**src/rtl/ccu_pkg.sv**
```systemverilog
// Shared definitions for the Turbo_GRAFIX command control unit.
// Holds the opcode constants, the control FSM state type and the
// helper that converts a field width into a byte count.
package ccu_pkg;

    localparam logic [7:0] OP_POINT = 8'h50;
    localparam logic [7:0] OP_LINE  = 8'h4C;

    typedef enum logic [1:0] {
        IDLE  = 2'd0,
        PARAM = 2'd1,
        SETUP = 2'd2,
        DRAW  = 2'd3
    } state_t;

    // Number of little-endian bytes needed to carry a field of 'width' bits.
    function automatic int unsigned nbytes(input int unsigned width);
        return (width + 32'd7) / 32'd8;
    endfunction

endpackage

```
**src/rtl/line_stepper.sv**
```systemverilog
// Bresenham datapath covering all eight octants.
// load    : latch the segment end points and compute dx, dy, err, sx, sy
// advance : step one pixel along the segment (clears last on the final pixel)
// x, y    : current pixel position (registered)
// last    : current pixel is the segment end point (registered)
module line_stepper #(
    parameter int unsigned COORD_W = 8
) (
    input  logic               clk,
    input  logic               rst,
    input  logic               load,
    input  logic               advance,
    input  logic [COORD_W-1:0] xs,
    input  logic [COORD_W-1:0] ys,
    input  logic [COORD_W-1:0] xe,
    input  logic [COORD_W-1:0] ye,
    output logic [COORD_W-1:0] x,
    output logic [COORD_W-1:0] y,
    output logic               last
);

    localparam int unsigned AW = COORD_W + 2;

    logic signed [AW-1:0] dx_q, dy_q, err_q;
    logic                 sx_q, sy_q;
    logic [COORD_W-1:0]   xe_q, ye_q;

    logic signed [AW-1:0] ddx, ddy, adx, ady;
    logic signed [AW-1:0] e2, err_n;
    logic                 step_x, step_y;
    logic [COORD_W-1:0]   x_n, y_n;

    // Setup terms: signed deltas and their magnitudes.
    always_comb begin
        ddx = $signed({2'b00, xe}) - $signed({2'b00, xs});
        ddy = $signed({2'b00, ye}) - $signed({2'b00, ys});
        adx = ddx[AW-1] ? -ddx : ddx;
        ady = ddy[AW-1] ? -ddy : ddy;
    end

    // One Bresenham step; both axis updates use the same e2.
    always_comb begin
        e2     = err_q <<< 1;
        step_x = (e2 >= dy_q);
        step_y = (e2 <= dx_q);
        err_n  = err_q + (step_x ? dy_q : AW'(0)) + (step_y ? dx_q : AW'(0));
        x_n    = x;
        y_n    = y;
        if (step_x) x_n = sx_q ? (x + COORD_W'(1)) : (x - COORD_W'(1));
        if (step_y) y_n = sy_q ? (y + COORD_W'(1)) : (y - COORD_W'(1));
    end

    always_ff @(posedge clk) begin
        if (rst) begin
            x     <= '0;
            y     <= '0;
            last  <= 1'b0;
            dx_q  <= '0;
            dy_q  <= '0;
            err_q <= '0;
            sx_q  <= 1'b0;
            sy_q  <= 1'b0;
            xe_q  <= '0;
            ye_q  <= '0;
        end else if (load) begin
            x     <= xs;
            y     <= ys;
            xe_q  <= xe;
            ye_q  <= ye;
            dx_q  <= adx;
            dy_q  <= -ady;
            err_q <= adx - ady;
            sx_q  <= ~ddx[AW-1];
            sy_q  <= ~ddy[AW-1];
            last  <= (xs == xe) && (ys == ye);
        end else if (advance) begin
            if (last) begin
                last <= 1'b0;
            end else begin
                x     <= x_n;
                y     <= y_n;
                err_q <= err_n;
                last  <= (x_n == xe_q) && (y_n == ye_q);
            end
        end
    end

endmodule

```
**src/rtl/ccu_raster.sv**
```systemverilog
// Command control unit: collects byte-serial point/line commands and
// rasterises them into a valid/ready pixel stream.
// cmd_data/cmd_valid/cmd_ready : command byte stream in
// pix_x/pix_y/pix_color/pix_last/pix_valid/pix_ready : pixel stream out
// busy : command in progress, err : one-cycle pulse on unknown opcode
module ccu_raster
    import ccu_pkg::*;
#(
    parameter int unsigned COORD_W = 8,
    parameter int unsigned COLOR_W = 8
) (
    input  logic               clk,
    input  logic               rst,
    input  logic [7:0]         cmd_data,
    input  logic               cmd_valid,
    output logic               cmd_ready,
    output logic [COORD_W-1:0] pix_x,
    output logic [COORD_W-1:0] pix_y,
    output logic [COLOR_W-1:0] pix_color,
    output logic               pix_last,
    output logic               pix_valid,
    input  logic               pix_ready,
    output logic               busy,
    output logic               err
);

    localparam int unsigned CB    = nbytes(COORD_W);
    localparam int unsigned KB    = nbytes(COLOR_W);
    localparam int unsigned MAXB  = 4 * CB + KB;
    localparam int unsigned PT_B  = 2 * CB + KB;
    localparam int unsigned CNT_W = $clog2(MAXB + 1);

    state_t               state_q, state_d;
    logic [CNT_W-1:0]     cnt_q;
    logic                 is_line_q;
    logic [8*MAXB-1:0]    pbuf_q;

    logic                 cmd_fire, pix_fire, last_byte, op_ok;
    logic                 load, advance, bad_op;
    logic [COORD_W-1:0]   xs_f, ys_f, xe_f, ye_f;
    logic [COLOR_W-1:0]   color_f;
    logic                 unused_pbuf;

    assign cmd_fire    = cmd_valid && cmd_ready;
    assign pix_fire    = pix_valid && pix_ready;
    assign op_ok       = (cmd_data == OP_POINT) || (cmd_data == OP_LINE);
    assign last_byte   = (cnt_q == (is_line_q ? CNT_W'(MAXB - 1) : CNT_W'(PT_B - 1)));
    assign unused_pbuf = ^pbuf_q;

    // Field extraction; a point reuses its start point as the end point.
    always_comb begin
        xs_f = pbuf_q[0      +: COORD_W];
        ys_f = pbuf_q[8*CB   +: COORD_W];
        if (is_line_q) begin
            xe_f    = pbuf_q[16*CB +: COORD_W];
            ye_f    = pbuf_q[24*CB +: COORD_W];
            color_f = pbuf_q[32*CB +: COLOR_W];
        end else begin
            xe_f    = xs_f;
            ye_f    = ys_f;
            color_f = pbuf_q[16*CB +: COLOR_W];
        end
    end

    // Next-state and control strobes.
    always_comb begin
        state_d = state_q;
        load    = 1'b0;
        advance = 1'b0;
        bad_op  = 1'b0;
        case (state_q)
            IDLE: begin
                if (cmd_fire) begin
                    if (op_ok) state_d = PARAM;
                    else       bad_op  = 1'b1;
                end
            end
            PARAM: begin
                if (cmd_fire && last_byte) state_d = SETUP;
            end
            SETUP: begin
                load    = 1'b1;
                state_d = DRAW;
            end
            DRAW: begin
                if (pix_fire) begin
                    advance = 1'b1;
                    if (pix_last) state_d = IDLE;
                end
            end
            default: state_d = IDLE;
        endcase
    end

    // State, registered handshake outputs and parameter collector.
    always_ff @(posedge clk) begin
        if (rst) begin
            state_q   <= IDLE;
            cmd_ready <= 1'b0;
            pix_valid <= 1'b0;
            busy      <= 1'b0;
            err       <= 1'b0;
            cnt_q     <= '0;
            is_line_q <= 1'b0;
            pbuf_q    <= '0;
            pix_color <= '0;
        end else begin
            state_q   <= state_d;
            cmd_ready <= (state_d == IDLE) || (state_d == PARAM);
            pix_valid <= (state_d == DRAW);
            busy      <= (state_d != IDLE);
            err       <= bad_op;
            if (state_q == IDLE && cmd_fire) begin
                cnt_q     <= '0;
                is_line_q <= (cmd_data == OP_LINE);
            end
            if (state_q == PARAM && cmd_fire) begin
                for (int unsigned i = 0; i < MAXB; i++) begin
                    if (cnt_q == CNT_W'(i)) pbuf_q[8*i +: 8] <= cmd_data;
                end
                cnt_q <= cnt_q + CNT_W'(1);
            end
            if (load) pix_color <= color_f;
        end
    end

    line_stepper #(
        .COORD_W (COORD_W)
    ) u_stepper (
        .clk     (clk),
        .rst     (rst),
        .load    (load),
        .advance (advance),
        .xs      (xs_f),
        .ys      (ys_f),
        .xe      (xe_f),
        .ye      (ye_f),
        .x       (pix_x),
        .y       (pix_y),
        .last    (pix_last)
    );

endmodule

```
**config.mk**
```make
export PLATFORM = sky130hd
export DESIGN_NAME = ccu_raster
export DESIGN_NICKNAME = d
export VERILOG_FILES = /design/src/rtl/ccu_pkg.sv /design/src/rtl/line_stepper.sv /design/src/rtl/ccu_raster.sv
export SDC_FILE = /design/constraint.sdc
export NUM_CORES = 1
export LEC_CHECK = 0
export CAP_MARGIN = 40
export CORE_MARGIN = 2
export CORE_UTILIZATION = 35
export CTS_BUF_LIST = sky130_fd_sc_hd__clkbuf_8 sky130_fd_sc_hd__clkbuf_16
export DETAILED_ROUTE_END_ITERATION = 10
export SYNTH_ARGS = -nofsm -noshare
export SYNTH_HDL_FRONTEND = slang
export SYNTH_SLANG_ARGS = --single-unit
```
**constraint.sdc**
```tcl
create_clock -name clk -period 11.7 [get_ports clk]
set_clock_uncertainty 0.15 [all_clocks]
set_input_delay 2.925 -clock clk [delete_from_list [all_inputs] [get_ports clk]]
set_output_delay 2.925 -clock clk [all_outputs]
set_load 0.01 [all_outputs]
```
==> results_slide.txt, run 1 <==
Physical Implementation Snapshot

Worst setup path
  • CP Class: reg -> reg
  • WP buf/inv: 2
  • Required time of the critical path: around 12 ns
  • CP endpoint kind: register

Synthesis
  • Yosys aoi share: between 10% and 20%
  • Top area cell types: dfxtp_1 28%, ha_1 9.9%, nor2_1 6.8%
  • Synth Area in XOR/XNOR: 6.666%
  • EDFF count, synth: 0
  • Yosys stat cell total: approximately 1100
  • Synthesized area: around 8700 sq um
  • Simple share: a little over a fifth
  • Mux area share: approximately 5.8%

Power
  • Design Power: 989.4 uW
  • Worst VDD drop: ~0.11 mV
  • Combinational gate power: roughly 19 uW
  • Cell-internal power: between 700 and 800 uW
  • P_seq: around 420 uW

Finish
  • Multi-In Gates: roughly 840
  • Logic area: just under 6000 sq um
  • Top Layout Cells: 158 x nor2_1, 122 x dfxtp_1, 88 x nand2_1, 85 x inv_1, 69 x ha_1
  • Comb area share: between 50% and 60%
  • Clock buf count: 18
  • Area grow syn2layout: 14.70%
  • Largest reg by FF count: pbuf_q
  • ClkCell Share: approximately 6%

Min path
  • Hold path cells: 2

GRT
  • Grt ovf: 0

Placement
  • DP Worst Slack: around 6.2 ns
  • GP Congestion: between 0.8 and 0.9

Clock tree
  • Longest Clk Path Bufs: 2
  • Post-CTS sizing: 0
  • H-tree levels: 4

Run
  • Max Cap Violations: 0

STA
  • Worst-Margin Slew: between 0.9 and 1 ns

Route
  • First-pass iteration count of the detailed router: 5
  • Highest metal used: met4

Status
  • Status: complete, no violations
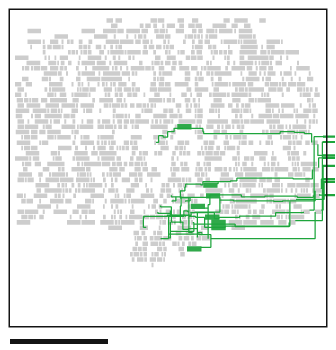
Run 1: wires at chosen ports, followed through buffers
The bar under the picture is 50 um long.
green -> `pix_y`  # bits 8, direction output, edge east, end cells 8, buffers 8, wire 1030 um

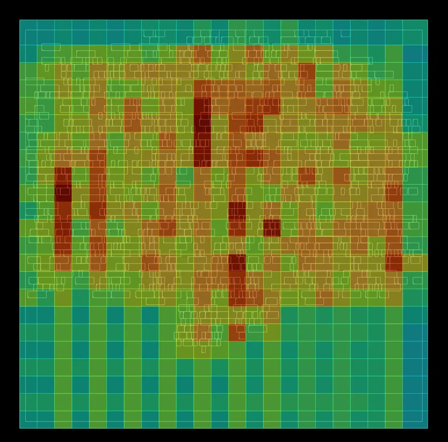
Run 1: routing congestion
met1 usage: 27.33%
Tot GR Track Use: 18.94%
routing usage on met3: 2.911%
WL/cell: 16.93 um

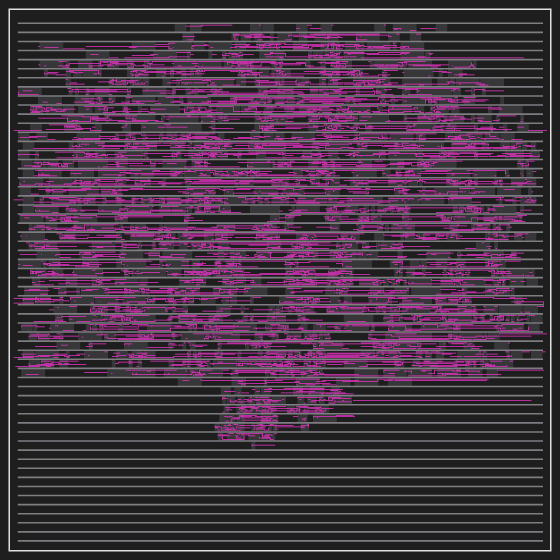
Run 1: the metal 1 layer
Supply wires on this layer in gray. Cells faint in the background.
nets with wire on the layer = 1141
main direction = horizontal
wire length on this layer = 12200 um
longest straight run = 53.4 um

## Run 2: what changed since run 1
==> constraint.sdc (replaced) <==
create_clock -name clk -period 5.6 [get_ports clk]
set_clock_uncertainty 0.15 [all_clocks]
set_input_delay 1.4 -clock clk [delete_from_list [all_inputs] [get_ports clk]]
set_output_delay 1.4 -clock clk [all_outputs]
set_load 0.01 [all_outputs]
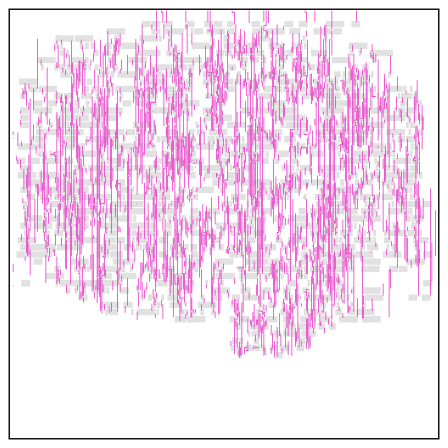
Run 2: metal 2
Cells faint in the background.
wire length on this layer = 10700 um
longest straight run = 83.3 um
main direction = vertical

==> results_slide.txt, run 2 <==
Physical Implementation Snapshot

Clock tree
  • Post-CTS sizing: 0 (unchanged)
  • Root Driver: clkbuf_16
  • Longest Clk Path Bufs: 2 (unchanged)

Worst setup path
  • Top Family by Delay on Critical Path: AND-OR/OR-AND gates
  • Required time of the critical path: 5.72 ns (-6.18 ns)
  • Critical Path Sink: u_stepper.err_q[8]$_SDFFE_PP0P_
  • WP buf/inv: 1 (-1)
  • CP Class: reg -> reg
  • Worst r2r dst: u_stepper.err_q[8]$_SDFFE_PP0P_
  • CP endpoint kind: register

Route
  • First-pass iteration count of the detailed router: 5 (unchanged)
  • Highest metal used: met4
  • Met2 wire length: roughly 11000 um
  • WL/cell: 17.10 um (+0.98%)

Finish
  • Top Layout Cells: 158 x nor2_1, 122 x dfxtp_1, 88 x nand2_1, 83 x inv_1, 69 x ha_1
  • Biggest Area Class: combinational gates
  • Area grow syn2layout: 14.98%
  • ClkCell Share: 5.760% (-0.42 points)
  • Comb area share: 57.66% (-0.14 points)
  • Logic area: 5774 sq um (unchanged)
  • Largest reg by FF count: pbuf_q
  • Multi-In Gates: 838 (unchanged)

Power
  • Design Power: 2000 uW (+100%)
  • P_seq: 869 uW (+110%)
  • Cell-internal power: 1556 uW (+99%)
  • Combinational gate power: 43.5 uW (+120%)
  • Worst VDD drop: 0.1920 mV (+79%)

GRT
  • Tot GR Track Use: 19.60% (+0.66 points)
  • Met1 usage: 28.82% (+1.5 points)
  • Routing usage on met3: 3.677% (+0.77 points)
  • Grt ovf: 0 (unchanged)
  • First-pass GRT wire length: between 40000 and 50000 um

Placement
  • GP Congestion: 0.8506 (-0.90%)
  • I/O Buffers: 40
  • DP Worst Slack: 0.8036 ns (-5.402 ns)

Synthesis
  • EDFF count, synth: 0 (unchanged)
  • Mux area share: 5.789% (unchanged)
  • Yosys aoi share: 19.64% (unchanged)
  • Simple share: 20.96% (unchanged)
  • Top area cell types: dfxtp_1 28%, ha_1 9.9%, nor2_1 6.8%
  • Synth Area in XOR/XNOR: 6.666% (unchanged)
  • Synthesized area per cell: between 7 and 8 sq um

STA
  • Period utilization: ~87%
  • Worst-Margin Slew: 0.8666 ns (-0.06812 ns)

Min path
  • Hold path cells: 2 (unchanged)

Run
  • Max Cap Violations: 0 (unchanged)
  • Number of warnings in the stage logs: 29

Status
  • Status: complete, no violations
Power figures rest on the tool's default switching activity, not on a simulated workload.
